Fig. 1: run 1, routing congestion
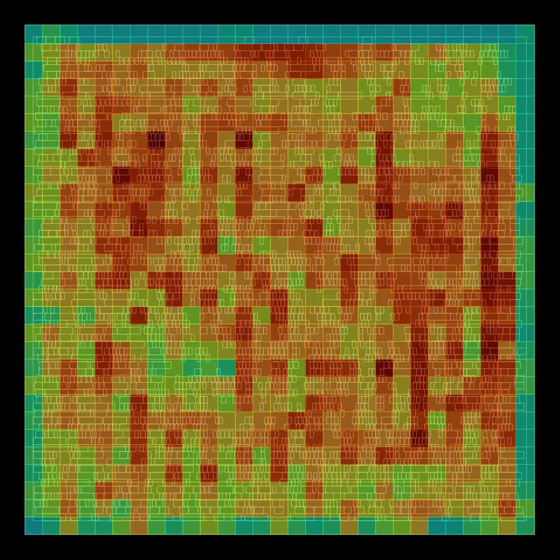
Fig. 2: run 1, PDN straps and rails
(2 px per um) Pins as bars on the die edge.
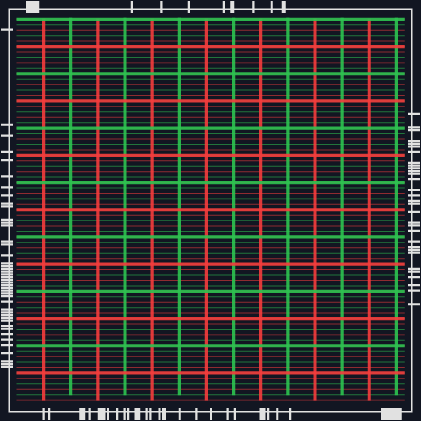
Fig. 3: run 1, placement density heat map
(1.5 px per um) The die is cut into 20 by 20 equal tiles; white is low, dark blue is high, 0 to 100% covered.
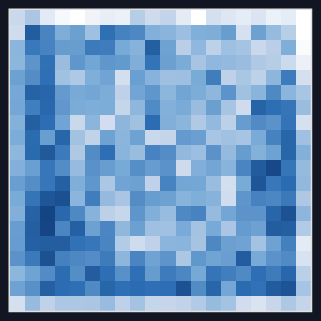
--- src/rtl/iter_mul.sv ---
// -----------------------------------------------------------------------------
// iter_mul -- iterative shift-add multiplier, one multiplier bit per clock.
//
// Both operands are widened by one bit (sign- or zero-extended according to
// mul_signed), so a single datapath handles signed and unsigned products.
// The widened multiplier's top bit carries weight -2^WIDTH. That is why the
// final iteration (count == WIDTH) subtracts its partial product instead of
// adding it.
//
// Build option:
//   ITER_MUL_EARLY_TERM_EN  When defined, BUSY finishes on the first edge
//                           where the remaining multiplier bits are all zero.
//                           Latency is then 1..WIDTH+1 edges. Without it,
//                           latency is always WIDTH+1 edges. The product is
//                           identical in both builds.
//
// Ports:
//   clk         clock, all state updates on the rising edge
//   reset       asynchronous active-high reset
//   in_valid    operand pair offered
//   in_ready    block is idle and can accept an operand pair
//   src1        multiplier operand   [WIDTH-1:0]
//   src2        multiplicand operand [WIDTH-1:0]
//   mul_signed  1 = two's complement operands, 0 = unsigned
//   flush       synchronous abort of the current operation
//   out_valid   result available
//   out_ready   consumer takes the result
//   result      product [2*WIDTH-1:0]
// -----------------------------------------------------------------------------
module iter_mul #(
  parameter int WIDTH = 32
) (
  input  logic                 clk,
  input  logic                 reset,
  input  logic                 in_valid,
  output logic                 in_ready,
  input  logic [WIDTH-1:0]     src1,
  input  logic [WIDTH-1:0]     src2,
  input  logic                 mul_signed,
  input  logic                 flush,
  output logic                 out_valid,
  input  logic                 out_ready,
  output logic [2*WIDTH-1:0]   result
);

  localparam int ACCW = 2*WIDTH + 2;
  localparam int CW   = $clog2(WIDTH + 1);
  localparam logic [CW-1:0] LAST = CW'(WIDTH);

  typedef enum logic [1:0] {
    S_IDLE,
    S_BUSY,
    S_DONE
  } state_t;

  state_t          r_state;
  logic            r_in_ready;
  logic            r_out_valid;
  logic [CW-1:0]   r_count;
  logic [ACCW-1:0] r_acc;
  logic [ACCW-1:0] r_mcand;
  logic [WIDTH:0]  r_mplier;

  logic [ACCW-1:0] w_addend;
  logic [ACCW-1:0] w_sum;
  logic            w_last;
  logic [1:0]      w_unused_acc_msbs;

  assign w_last   = (r_count == LAST);
  assign w_addend = r_mcand & {ACCW{r_mplier[0]}};
  // Last iteration handles the negative-weight sign bit of the multiplier.
  assign w_sum    = w_last ? (r_acc + ~w_addend + ACCW'(1)) : (r_acc + w_addend);

  always_ff @(posedge clk or posedge reset) begin
    if (reset) begin
      r_state     <= S_IDLE;
      r_in_ready  <= 1'b1;
      r_out_valid <= 1'b0;
      r_count     <= '0;
      r_acc       <= '0;
      r_mcand     <= '0;
      r_mplier    <= '0;
    end else begin
      case (r_state)
        S_IDLE: begin
          if (in_valid && !flush) begin
            r_state     <= S_BUSY;
            r_in_ready  <= 1'b0;
            r_count     <= '0;
            r_acc       <= '0;
            r_mplier    <= {mul_signed & src1[WIDTH-1], src1};
            r_mcand     <= {{(WIDTH+2){mul_signed & src2[WIDTH-1]}}, src2};
          end
        end
        S_BUSY: begin
          if (flush) begin
            r_state    <= S_IDLE;
            r_in_ready <= 1'b1;
          end
`ifdef ITER_MUL_EARLY_TERM_EN
          // No set bits left: every remaining partial product is zero.
          else if (r_mplier == '0) begin
            r_state     <= S_DONE;
            r_out_valid <= 1'b1;
          end
`endif
          else begin
            r_acc    <= w_sum;
            r_mcand  <= r_mcand << 1;
            r_mplier <= r_mplier >> 1;
            r_count  <= r_count + CW'(1);
            if (w_last) begin
              r_state     <= S_DONE;
              r_out_valid <= 1'b1;
            end
          end
        end
        S_DONE: begin
          // Flush and consume both return to IDLE; neither keeps the result.
          if (flush || out_ready) begin
            r_state     <= S_IDLE;
            r_in_ready  <= 1'b1;
            r_out_valid <= 1'b0;
          end
        end
        default: begin
          r_state     <= S_IDLE;
          r_in_ready  <= 1'b1;
          r_out_valid <= 1'b0;
        end
      endcase
    end
  end

  // The two guard bits only absorb carries; the product is the low 2*WIDTH.
  assign w_unused_acc_msbs = r_acc[ACCW-1:2*WIDTH];

  assign in_ready  = r_in_ready;
  assign out_valid = r_out_valid;
  assign result    = r_acc[2*WIDTH-1:0];

endmodule

--- config.mk ---
export PLATFORM = sky130hd
export DESIGN_NAME = iter_mul
export DESIGN_NICKNAME = d
export VERILOG_FILES = /design/src/rtl/iter_mul.sv
export SDC_FILE = /design/constraint.sdc
export NUM_CORES = 1
export LEC_CHECK = 0
export ABC_AREA = 1
export ABC_CLOCK_PERIOD_IN_PS = 12900
export CAP_MARGIN = 10
export CORE_MARGIN = 3
export CORE_UTILIZATION = 50
export CTS_BUF_LIST = sky130_fd_sc_hd__clkbuf_8
export DETAILED_ROUTE_END_ITERATION = 12
export PLACE_DENSITY = 0.66
export SETUP_SLACK_MARGIN = 0.5
export SLEW_MARGIN = 0
export SYNTH_ARGS = -nofsm -noshare
export SYNTH_HDL_FRONTEND = slang
export SYNTH_SLANG_ARGS = --single-unit
export TNS_END_PERCENT = 20
--- constraint.sdc ---
create_clock -name clk -period 12.9 [get_ports clk]
set_clock_uncertainty 0.05 [all_clocks]
set_input_delay 1.935 -clock clk [delete_from_list [all_inputs] [get_ports clk]]
set_output_delay 1.935 -clock clk [all_outputs]
set_load 0.05 [all_outputs]
==> qor.csv, run 1 <==
stage,metric,value,unit
hold_path,Hold/Removal Path Class,flop to flop,
setup_path,critical path arrival,4.82,ns
setup_path,crit path DRT,13.26,ns
sta,RSZ-0062 raised after global routing,no,
setup_path,Worst path slowest cell,buf_4,
global_route,vias in the first global route,19653,
sta,max_slew headroom,34.8,%
sta,max-slew violations,0,
placed_design,routability cong.,1.00,
setup_path,CP Max Fanout,62,
sta,minimum clock period,4.46,ns
global_route,Total Routing Usage GR,35.1,%
synthesis,flop and latch count out of synthesis,171,
synthesis,mux cell area share after synthesis,0,%
synthesis,flip-flops with a built-in enable,0,
synthesis,yosys aoi share,11.0,%
global_route,GRT overflow,0,
layout,n_diodes,0,
cts,clk sinks,171,
routing,WL final,72100,um
layout,synth-to-layout area growth,11.1,%
synthesis,Top area cell types,"nand2_1 28%, dfrtp_1 22%, inv_1 13%",
synthesis,Synth cell types,43,
synthesis,Yosys warnings,0,
global_route,pin count of the biggest net entering global routing,81,
setup_path,Startpoint Class,input pin,
sta,Fin. Hold Viols,0,
sta,setup TNS,0,ns
die,row cnt,70,
synthesis,YS chip area,18900,um^2
synthesis,leading area contributor after synthesis,nand2_1,
setup_path,crit-path leading delay family,buffers and inverters,
routing,Initial DRC Count,1954,
cts,Root Driver,clkbuf_8,
sta,final hold slack,0.453,ns
cts,clk slew on worst S/H paths,0.12,ns
synthesis,Top cell area share,27.8,%
sta,Setup Viol. Count Final,0,
sta,Tightest Pin Transition,0.978,ns
setup_path,crit-path most repeated cell,buf_4,
power,Peak VDD IR,0.183,mV
synthesis,Cells after Synth,3380,
setup_path,"Critical Path, Cell by Cell","clkdlybuf4s50_1, nor2_4, buf_4, nor2_4, buf_4, buf_4, nor3_1, nand2_1, xor2_1, nor2_1",
cts,TritonCTS clock tree,done,
routing,"antenna viol nets, final",0,
die,Core ar.,37000,um^2
global_route,global-route wire length before repair,111000,um
sta,Final Cycle Share,34.6,%
layout,dominant logic cell type in the layout,nand2_1,
die,die area,40200,um^2
routing,vias,21081,
routing,drt pass-1 iters,6,
routing,DRC errors left,0,
synthesis,post-synthesis xor/xnor area fraction,0.0926,%
run,Max-Cap Viols,0,
synthesis,Top logic family,simple AND/OR/NAND/NOR gates,
power,pwr dens,275,nW/um^2
synthesis,simple-gate portion of the synthesized area,40.9,%
routing,DR vias/cell,5.30,
setup_path,Crit. End Element,flop,
global_route,initial antenna violation count,0,
sta,setup slack after layout,8.44,ns
die,IO Count,136,
synthesis,average size of a mapped cell,5.60,um^2
placed_design,Place WS,7.84,ns
die,Initial Utilization,51.2,%
synthesis,most used flip-flop cell after synthesis,dfrtp_1,
run_status,status,finished clean,
sta,Fmax achieved,224,MHz
cts,number of H-tree levels,4,
layout,final net count,3680,
cts,post-cts sizing count,0,
layout,Final Util,56.8,%
layout,share of cells above drive strength 1,2.13,%
synthesis,Mapped Area,18900,um^2
setup_path,kind of critical path,input pin to flop,
cts,worst-case clock buffer depth,2,
placed_design,DP HPWL,58600,um
Notes on Fig. 1 above:
met2 Track Usage GR: 54.0%
gr busiest metal: met2
WL per Instance: 18.1 um

Notes on Fig. 2 above:
| colour | net |
|---|---|
| green | VDD |
| red | VSS |
met4 straps: 14
signal pins: 136
met1 rails: 71
rows: 70
met5 straps: 14

Notes on Fig. 3 above:
densest ninth of the die: south-west
emptiest ninth of the die: north-east
mean over tiles: 51%
tiles over 75% full: 13%

run 1: flip-flops by register name (all words and copies together), names as in the netlist:
name       flops
in_ready       1
out_valid      1
r_count        6
r_state        2
r_acc         64
r_mplier      33
r_mcand       64
run 1: kinds of logic after synthesis:
family	count (synthesis)
XOR/XNOR	2
AND/OR/NAND/NOR	1947
adder cells (fa/ha/maj)	149
flip-flops	171
AND-OR/OR-AND	354
buffers and inverters	757
run 1: cells in the mapped netlist, types with 3 or more instances:
cell type,count
nand2_1,1402
inv_1,667
nor2_1,312
dfrtp_1,170
nand3_1,157
ha_1,147
a21oi_1,124
o21ai_0,97
a22oi_1,41
buf_2,38
clkbuf_1,38
o221ai_1,30
nor3_1,25
a31oi_1,23
o21bai_1,16
nand3b_1,12
o21ai_1,12
nor2_2,8
and2_1,6
o21a_1,5
buf_4,4
clkbuf_2,4
inv_2,4
and3_1,3
nand2_2,3
nand4_1,3
nor2_4,3
nor3_2,3
nor4_1,3
nor4_2,3
o211ai_1,3
run 1: per-stage QoR:
| stage | std cells | area, um^2 |
|---|---|---|
| final | 3978 | 21000 |
| after global routing | 3978 | 21000 |
| after CTS | 3978 | 21000 |
| after detailed placement | 3946 | 20600 |
| after global placement | 3946 | 20600 |
| after floorplan | 3380 | 18900 |
run 1: per-layer routing:
layer | wire length, um | global-route usage, %
met1 | 31500 | 47.8
met2 | 30700 | 54.0
met3 | 7060 | 9.08
met4 | 2860 | 12.9
met5 | 0 | 0
run 1: power breakdown:
part | switching [mW] | internal, mW | leakage (nW)
Sequential | 0.230 | 0.731 | 2.19
Clock | 0.261 | 0.144 | 0.195
Combinational | 3.20 | 1.20 | 10.1
run 1: final timing paths:
check | start | endpoint | slack (ns) | depth (start not counted)
max | flush | r_count[5] | 8.44 | 10
min | r_mplier[30] | r_mplier[30] | 0.45 | 2
max reg2reg | r_mplier[0] | r_acc[50] | 8.80 | 14
min reg2reg | r_mplier[30] | r_mplier[30] | 0.45 | 2
max in group asynchronous | reset | r_mplier[0] | 9.76 | 3
min in group asynchronous | reset | r_mplier[27] | 1.69 | 2
run 1: worst register-to-register path, cell delays in order (launching register included):
cell	delay (ns)
dfrtp_2	0.81
buf_4	0.49
nand2_1	0.20
ha_1	0.46
nand2_1	0.18
nor2_1	0.28
nand2_1	0.29
nor2_1	0.41
nor2_1	0.16
nand3_1	0.11
nand2_1	0.22
nand2_1	0.14
nand2_1	0.06
nand3_1	0.07
nand2_1	0.07
run 1: cell type report:
class                   count  area, um^2
flip-flops and latches    171        4280
inverters                 671        2520
multi-input cells        2452       11700
fillers                  3921       15900
repair buffers            148        1450
well taps                 504         631
clock buffers              17         234
clock inverters            15         154
==> run 2, diff against run 1 <==
--- a/config.mk
+++ b/config.mk
@@ -6,7 +6,7 @@
 export NUM_CORES = 1
 export LEC_CHECK = 0
 export ABC_AREA = 1
-export ABC_CLOCK_PERIOD_IN_PS = 12900
+export ABC_CLOCK_PERIOD_IN_PS = 4250
 export CAP_MARGIN = 10
 export CORE_MARGIN = 3
 export CORE_UTILIZATION = 50
==> constraint.sdc (replaced) <==
create_clock -name clk -period 4.25 [get_ports clk]
set_clock_uncertainty 0.05 [all_clocks]
set_input_delay 0.6375 -clock clk [delete_from_list [all_inputs] [get_ports clk]]
set_output_delay 0.6375 -clock clk [all_outputs]
set_load 0.05 [all_outputs]
Fig. 4: run 2, PDN straps and rails
(2 px per um) Pins as bars on the die edge.
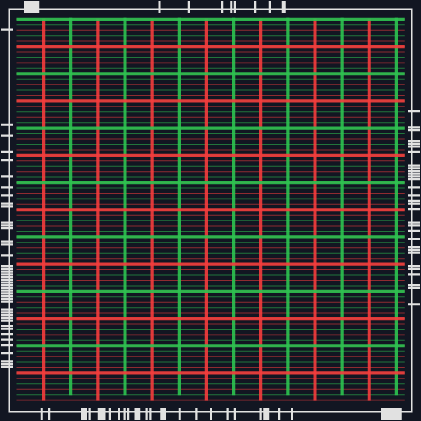
| colour | net |
|---|---|
| red | VSS |
| green | VDD |
rows: 70
met1 rails: 71
met4 straps: 14

Fig. 5: run 2, routed clock nets over the placement
(3 px per um)
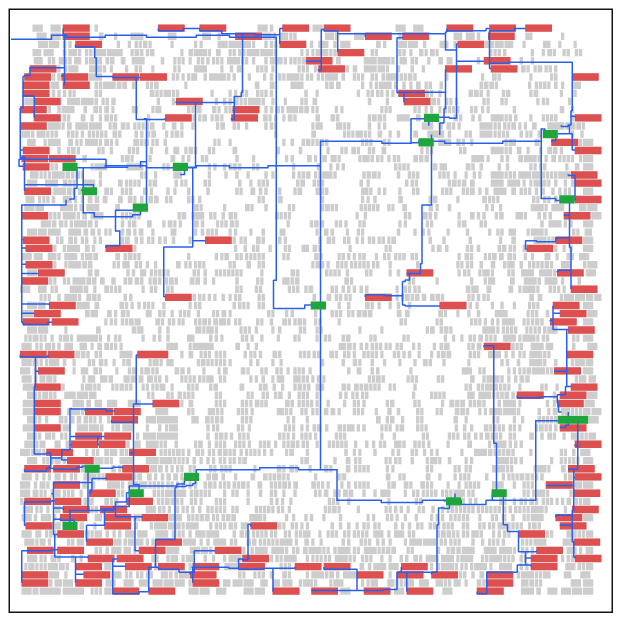
[red] flip-flops | count: 171
[blue] clock wires | length: 2,830 um
[green] clock drivers | count: 17
routed clock nets: 18
flops lie: widely spread

==> qor.csv, run 2 <==
stage,metric,value,unit
run_status,status,finished clean,
global_route,GRT overflow,0,
setup_path,crit-path leading delay family,simple AND/OR/NAND/NOR gates,
die,Initial Utilization,51.2,%
layout,Fillers,3841,
placed_design,routability cong.,1.06,
setup_path,Startpoint Class,flop,
global_route,Total Routing Usage GR,36.2,%
synthesis,Top logic family,simple AND/OR/NAND/NOR gates,
synthesis,Synth cell types,43,
power,pwr dens,836,nW/um^2
synthesis,YS chip area,18900,um^2
routing,"antenna viol nets, final",0,
cts,clk slew on worst S/H paths,0.12,ns
run,Max-Cap Viols,0,
layout,final net count,3690,
layout,final instance area,21200,um^2
sta,RSZ-0062 raised after global routing,no,
synthesis,most used flip-flop cell after synthesis,dfrtp_1,
synthesis,flop and latch count out of synthesis,171,
routing,DRC errors left,0,
synthesis,yosys aoi share,11.0,%
routing,WL per Instance,18.8,um
die,Core ar.,37000,um^2
setup_path,r2r endpoint,r_acc[52],
placed_design,Placed Area,20700,um^2
routing,vias,21392,
power,Peak VDD IR,0.419,mV
routing,WL final,74800,um
cts,clk sinks,171,
hold_path,Hold/Removal Path Class,flop to flop,
sta,Fin. Hold Viols,0,
routing,drt pass-1 iters,6,
layout,share of cells above drive strength 1,2.44,%
die,die area,40200,um^2
global_route,pin count of the biggest net entering global routing,100,
routing,DR vias/cell,5.36,
synthesis,post-synthesis xor/xnor area fraction,0.0926,%
die,row cnt,70,
sta,max-slew violations,0,
sta,Final Cycle Share,80.4,%
synthesis,most frequent cells after synthesis,"1,402 x nand2_1, 667 x inv_1, 312 x nor2_1, 170 x dfrtp_1, 157 x nand3_1",
synthesis,Top cell area share,27.8,%
setup_path,worst reg2reg path depth,18,
setup_path,"Critical Path, Cell by Cell","buf_4, nand2_1, inv_1, ha_1, inv_1, fa_1, inv_1, nand2_1, nand3_1, nand3_1, nand3_1, nand2_1, nand2_1, nand2_1, nand3_1, nand3_1, nand3_1, nand2_1",
cts,Root Driver,clkbuf_8,
sta,max_slew headroom,49.9,%
setup_path,reg-to-reg critical path startpoint,r_mplier[0],
layout,biggest regs,"r_acc (64), r_mcand (64), r_mplier (33)",
global_route,vias in the first global route,20220,
synthesis,simple-gate portion of the synthesized area,40.9,%
setup_path,crit path DRT,4.67,ns
setup_path,kind of critical path,flop to flop,
synthesis,Yosys warnings,0,
layout,Top Layout Cells,"1,402 x nand2_1, 667 x inv_1, 312 x nor2_1",
setup_path,flop-to-flop setup slack,0.83,ns
cts,TritonCTS clock tree,done,
sta,setup TNS,0,ns
setup_path,Critical Path Stages,18,
cts,worst-case clock buffer depth,2,
synthesis,leading area contributor after synthesis,nand2_1,
sta,Fmax achieved,293,MHz
synthesis,mux cell area share after synthesis,0,%
synthesis,Mapped Area,18900,um^2
sta,minimum clock period,3.42,ns
synthesis,Top area cell types,"nand2_1 28%, dfrtp_1 22%, inv_1 13%",
global_route,initial antenna violation count,1,
synthesis,Cells after Synth,3380,
placed_design,DP HPWL,61200,um
sta,Tightest Pin Transition,0.752,ns
setup_path,CP Max Fanout,4,
synthesis,average size of a mapped cell,5.60,um^2
global_route,global-route wire length before repair,114000,um
hold_path,Hold Crit Endpoint,r_mplier[30],
setup_path,Crit. End Element,flop,
hold_path,worst hold start,r_mplier[31],
hold_path,Hold Path Stages,2,
setup_path,critical path arrival,3.83,ns
die,IO Count,136,
synthesis,flip-flops with a built-in enable,0,
synthesis,most numerous cell in the Yosys netlist,nand2_1,
sta,Setup Viol. Count Final,0,
cts,number of H-tree levels,4,
## run 2: netlist changes by cell type in the layout (fill, tap and decap cells not counted)
cell / before / now
ha_1: 147 / 146
clkinvlp_4: 2 / 1
clkinv_2: 1 / 2
buf_4: 13 / 17
buf_6: 0 / 1
dfrtp_4: 0 / 1
dfrtp_2: 1 / 0
inv_6: 3 / 5
clkinv_4: 2 / 0
inv_8: 6 / 4
ha_2: 0 / 1
clkinv_8: 2 / 3
buf_12: 0 / 5
inv_2: 3 / 4
## run 2: worst min-delay path, cell delays in order (launching register included)
cell,delay [ns]
dfrtp_1,0.36
a22oi_1,0.06
nand2_1,0.06
## run 2: repair_timing
item	4_1_cts	5_1_grt
setup buffers	0	4
resized	0	2
setup endpoints to repair	0	4
## run 2: layout make-up
cell class	instances	area [um^2]	area share (%)
clock buffers	17	234	1.11
clock inverters	15	151	0.716
inverters	671	2520	11.9
multi-input cells	2452	11700	55.5
flip-flops and latches	171	4280	20.3
well taps	504	631	2.98
repair buffers	158	1590	7.52
## run 2: metrics by stage
stage	hold slack, ns	total power, mW	worst slack [ns]	std cells	utilization [%]
3_5_place_dp	0.425	16.0	0.540	3952	56.0
6_report	0.444	17.7	0.833	3988	57.2
2_1_floorplan	0.399	11.6	1.38	3380	-
5_1_grt	0.472	19.1	0.633	3988	57.2
3_3_place_gp	0.412	15.9	0.558	3952	56.0
4_1_cts	0.449	17.3	0.533	3984	57.1
## run 2: worst max-delay path by stage
stage,slack [ns],from,to
6_report,0.83,r_mplier[0],r_acc[52]
5_1_grt,0.63,r_mplier[0],r_acc[24]
4_1_cts,0.53,r_mplier[0],r_acc[52]
3_5_place_dp,0.54,r_mplier[0],r_acc[52]
3_3_place_gp,0.56,r_mplier[0],r_acc[52]
2_1_floorplan,1.38,reset,out_valid
## run 2: cells by family (layout without fill, tap and decap cells)
family | Yosys count | after routing
AOI/OAI and AO/OA | 354 | 354
buffers and inverters | 757 | 861
and+or+nand+nor | 1947 | 1947
DFF | 171 | 171
xor gates and xnor gates | 2 | 2
adders and majority gates | 149 | 149
## run 2: where the power goes
group | internal [mW] | switching [mW]
registers | 2.22 | 0.652
logic | 3.74 | 9.85
clock network | 0.437 | 0.786
total | 6.40 | 11.3
## run 2: routing by layer
| metal | wire (um) | share of wire [%] | vias up | GRT usage [%] |
|---|---|---|---|---|
| met5 | 0 | 0 | - | 0 |
| met4 | 3160 | 4.2 | 0 | 14.3 |
| met3 | 7130 | 9.5 | 148 | 8.29 |
| met2 | 31900 | 43 | 968 | 56.3 |
| met1 | 32600 | 44 | 9820 | 48.9 |
| li1 | - | - | 10456 | - |
Fig. 6: run 2, signal wires on met4
(2 px per um)
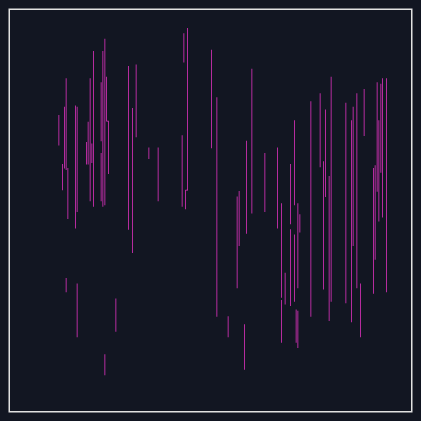

==> run 3, diff against run 2 <==
--- a/config.mk
+++ b/config.mk
@@ -6,7 +6,7 @@
 export NUM_CORES = 1
 export LEC_CHECK = 0
 export ABC_AREA = 1
-export ABC_CLOCK_PERIOD_IN_PS = 4250
+export ABC_CLOCK_PERIOD_IN_PS = 3380
 export CAP_MARGIN = 10
 export CORE_MARGIN = 3
 export CORE_UTILIZATION = 50
==> constraint.sdc (replaced) <==
create_clock -name clk -period 3.38 [get_ports clk]
set_clock_uncertainty 0.05 [all_clocks]
set_input_delay 0.507 -clock clk [delete_from_list [all_inputs] [get_ports clk]]
set_output_delay 0.507 -clock clk [all_outputs]
set_load 0.05 [all_outputs]
Fig. 7: run 3, signal wires on met4
(2 px per um)
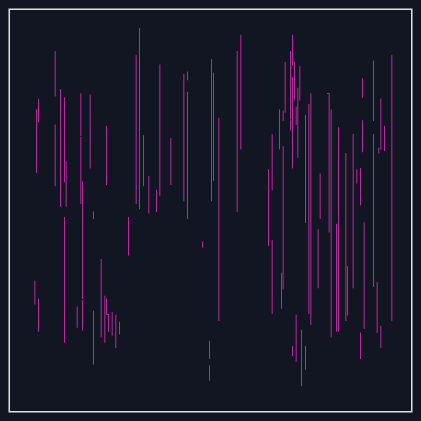
main direction: vertical
share of all routed wire: 4.1%
nets with wire on the layer: 78

Fig. 8: run 3, placement density heat map
(1.5 px per um) The die is cut into 20 by 20 equal tiles; white is low, dark blue is high, 0 to 100% covered.
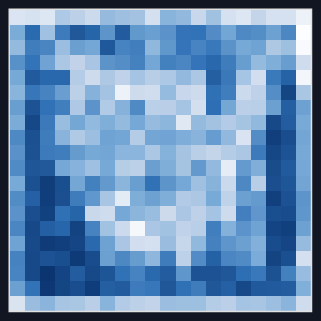
tiles over 75% full: 22%
nearly empty tiles: 0.30%
fullest tile: 98%
densest ninth of the die: south-west

==> qor.csv, run 3 <==
stage,metric,value,unit
cts,number of H-tree levels,4,
layout,dominant logic cell type in the layout,nand2_1,
synthesis,Top cell area share,27.8,%
setup_path,kind of critical path,flop to flop,
global_route,vias in the first global route,20804,
setup_path,crit path DRT,3.79,ns
sta,setup slack after layout,0.326,ns
routing,vias,22242,
die,row cnt,70,
layout,Logic cell area,12600,um^2
cts,worst-case clock buffer depth,2,
synthesis,average size of a mapped cell,5.60,um^2
synthesis,leading area contributor after synthesis,nand2_1,
power,Pwr Total,25.2,mW
die,IO Count,136,
placed_design,Place WS,-0.234,ns
power,pwr dens,1110,nW/um^2
global_route,global-route wire length before repair,120000,um
die,Core ar.,37000,um^2
setup_path,CP Max Fanout,24,
layout,final instance area,22600,um^2
run,OpenROAD warning count,111,
layout,final net count,3751,
sta,max-slew violations,0,
cts,Insertion Delay late pin,0.57,ns
synthesis,most used flip-flop cell after synthesis,dfrtp_1,
layout,n_diodes,0,
cts,TritonCTS clock tree,done,
setup_path,critical path arrival,3.46,ns
global_route,Total Routing Usage GR,38.4,%
synthesis,most frequent cells after synthesis,"1,402 x nand2_1, 667 x inv_1, 312 x nor2_1, 170 x dfrtp_1, 157 x nand3_1",
synthesis,flip-flops with a built-in enable,0,
sta,Setup Viol. Count Final,0,
sta,RSZ-0062 raised after global routing,yes,
sta,Tightest Pin Transition,0.749,ns
cts,clk slew on worst S/H paths,0.12,ns
placed_design,DP HPWL,64200,um
layout,register area,4280,um^2
placed_design,Placed Area,21200,um^2
synthesis,post-synth net total,3599,
die,Die X-Extent,201,um
placed_design,routability cong.,1.06,
cts,clk sinks,171,
sta,minimum clock period,3.05,ns
routing,Metal-1 WL,33400,um
cts,Root Driver,clkbuf_8,
routing,drt pass-1 iters,7,
layout,biggest regs,"r_acc (64), r_mcand (64), r_mplier (33)",
global_route,GRT overflow,0,
cts,total CTS buffers,17,
routing,met3 routed WL,8890,um
routing,WL final,80100,um
synthesis,Mapped Area,18900,um^2
synthesis,Top area cell types,"nand2_1 28%, dfrtp_1 22%, inv_1 13%",
sta,Final Cycle Share,90.4,%
layout,Final Util,61.1,%
setup_path,Startpoint Class,flop,
synthesis,YS chip area,18900,um^2
synthesis,Cells after Synth,3380,
routing,Initial DRC Count,2329,
sta,final hold slack,0.296,ns
layout,Top Layout Cells,"1,357 x nand2_1, 664 x inv_1, 254 x nor2_1",
run,Max-Cap Viols,0,
routing,DRC errors left,0,
layout,synth-to-layout area growth,19.3,%
die,die area,40200,um^2
placed_design,# port buffers,135,
sta,max_slew headroom,49.6,%
synthesis,Yosys warnings,0,
routing,max layer used,met4,
sta,Fmax achieved,327,MHz
synthesis,cell total in the yosys stat output,3380,
synthesis,Synth cell types,43,
hold_path,Hold/Removal Path Class,input pin to async pin,
global_route,pin count of the biggest net entering global routing,78,
die,Initial Utilization,51.2,%
die,Die Span Y,201,um
power,Peak VDD IR,0.731,mV
synthesis,most numerous cell in the Yosys netlist,nand2_1,
synthesis,"Seq share, synth",22.6,%
synthesis,Post-synth ARST share,100,%
layout,share of cells above drive strength 1,9.25,%
global_route,initial antenna violation count,1,
run_status,status,finished clean,
routing,"antenna viol nets, final",0,
routing,WL per Instance,19.8,um
synthesis,flop and latch count out of synthesis,171,
setup_path,Crit. End Element,flop,
layout,Fillers,3576,
power,LEAKAGE,13.1,nW
sta,Fin. Hold Viols,0,
routing,WL met2,34600,um
cts,hold buffers post-CTS,0,
routing,DR vias/cell,5.49,
==> run 3: cell counts after synthesis <==
Identical to the previous run, type by type.
==> run 3: layout make-up <==
| type | instances | area share [%] |
|---|---|---|
| sequential | 171 | 19.0 |
| multi-input combinational | 2452 | 55.8 |
| clock buffer | 17 | 1.04 |
| clock inverter | 15 | 0.848 |
| timing repair buffer | 219 | 9.42 |
| inverter | 671 | 11.2 |
| tap | 504 | 2.79 |
==> run 3: cell families (layout without fill, tap and decap cells) <==
kind of cell,after synthesis,after routing,synth area share (%)
xor gates and xnor gates,2,2,0.0926
adders and majority gates,149,149,9.93
and+or+nand+nor,1947,1947,40.9
buffers and inverters,757,922,15.4
AOI/OAI and AO/OA,354,354,11.0
DFF,171,171,22.6
==> run 3: power by group <==
part | total (mW) | switching, mW | internal (mW)
Combinational | 19.7 | 13.7 | 6.07
Sequential | 3.71 | 0.924 | 2.79
Clock | 1.69 | 1.05 | 0.641
==> run 3: layer usage <==
layer	track usage, %	up-vias
met5	0	-
met1	52.3	10264
met2	59.3	1198
li1	-	10583
met3	9.60	197
met4	14.0	0
==> run 3: worst max-delay path, cell delays in order (launching register included) <==
cell and delay [ns]:
dfrtp_2 0.52, buf_12 0.21, nand2_1 0.10, ha_1 0.40
buf_4 0.17, inv_1 0.07, a21oi_1 0.21, o21ai_1 0.16
a21oi_1 0.29, nand2_1 0.16, nand2_1 0.09, nand3_1 0.17
nand2_1 0.13, nand2_1 0.06, nand3_1 0.06, nand2_1 0.06
==> run 3: worst paths after layout <==
kind | end | start | depth (start not counted) | slack (ns)
worst max-delay path | r_acc[56] | r_mplier[0] | 15 | 0.33
worst min-delay path | r_mplier[15] | reset | 2 | 0.30
max in group asynchronous | r_mcand[34] | reset | 3 | 2.08
worst min register to register | r_mplier[26] | r_mplier[26] | 2 | 0.45
worst max register to register | r_acc[56] | r_mplier[0] | 15 | 0.33
min in group clk | r_mplier[26] | r_mplier[26] | 2 | 0.45
==> run 3: what timing repair did <==
item,in CTS,in global routing
pin swaps,4,0
gates cloned,1,0
setup endpoints to repair,47,48
gates resized,150,79
setup buffers,7,0
==> run 3: metrics by stage <==
| step | cells | TNS [ns] |
|---|---|---|
| 6_report | 4049 | 0 |
| 4_1_cts | 4049 | 0 |
| 3_3_place_gp | 4009 | -0.217 |
| 3_5_place_dp | 4009 | -0.271 |
| 2_1_floorplan | 3380 | 0 |
| 5_1_grt | 4049 | 0 |
Power is estimated from default activity; no workload was simulated.
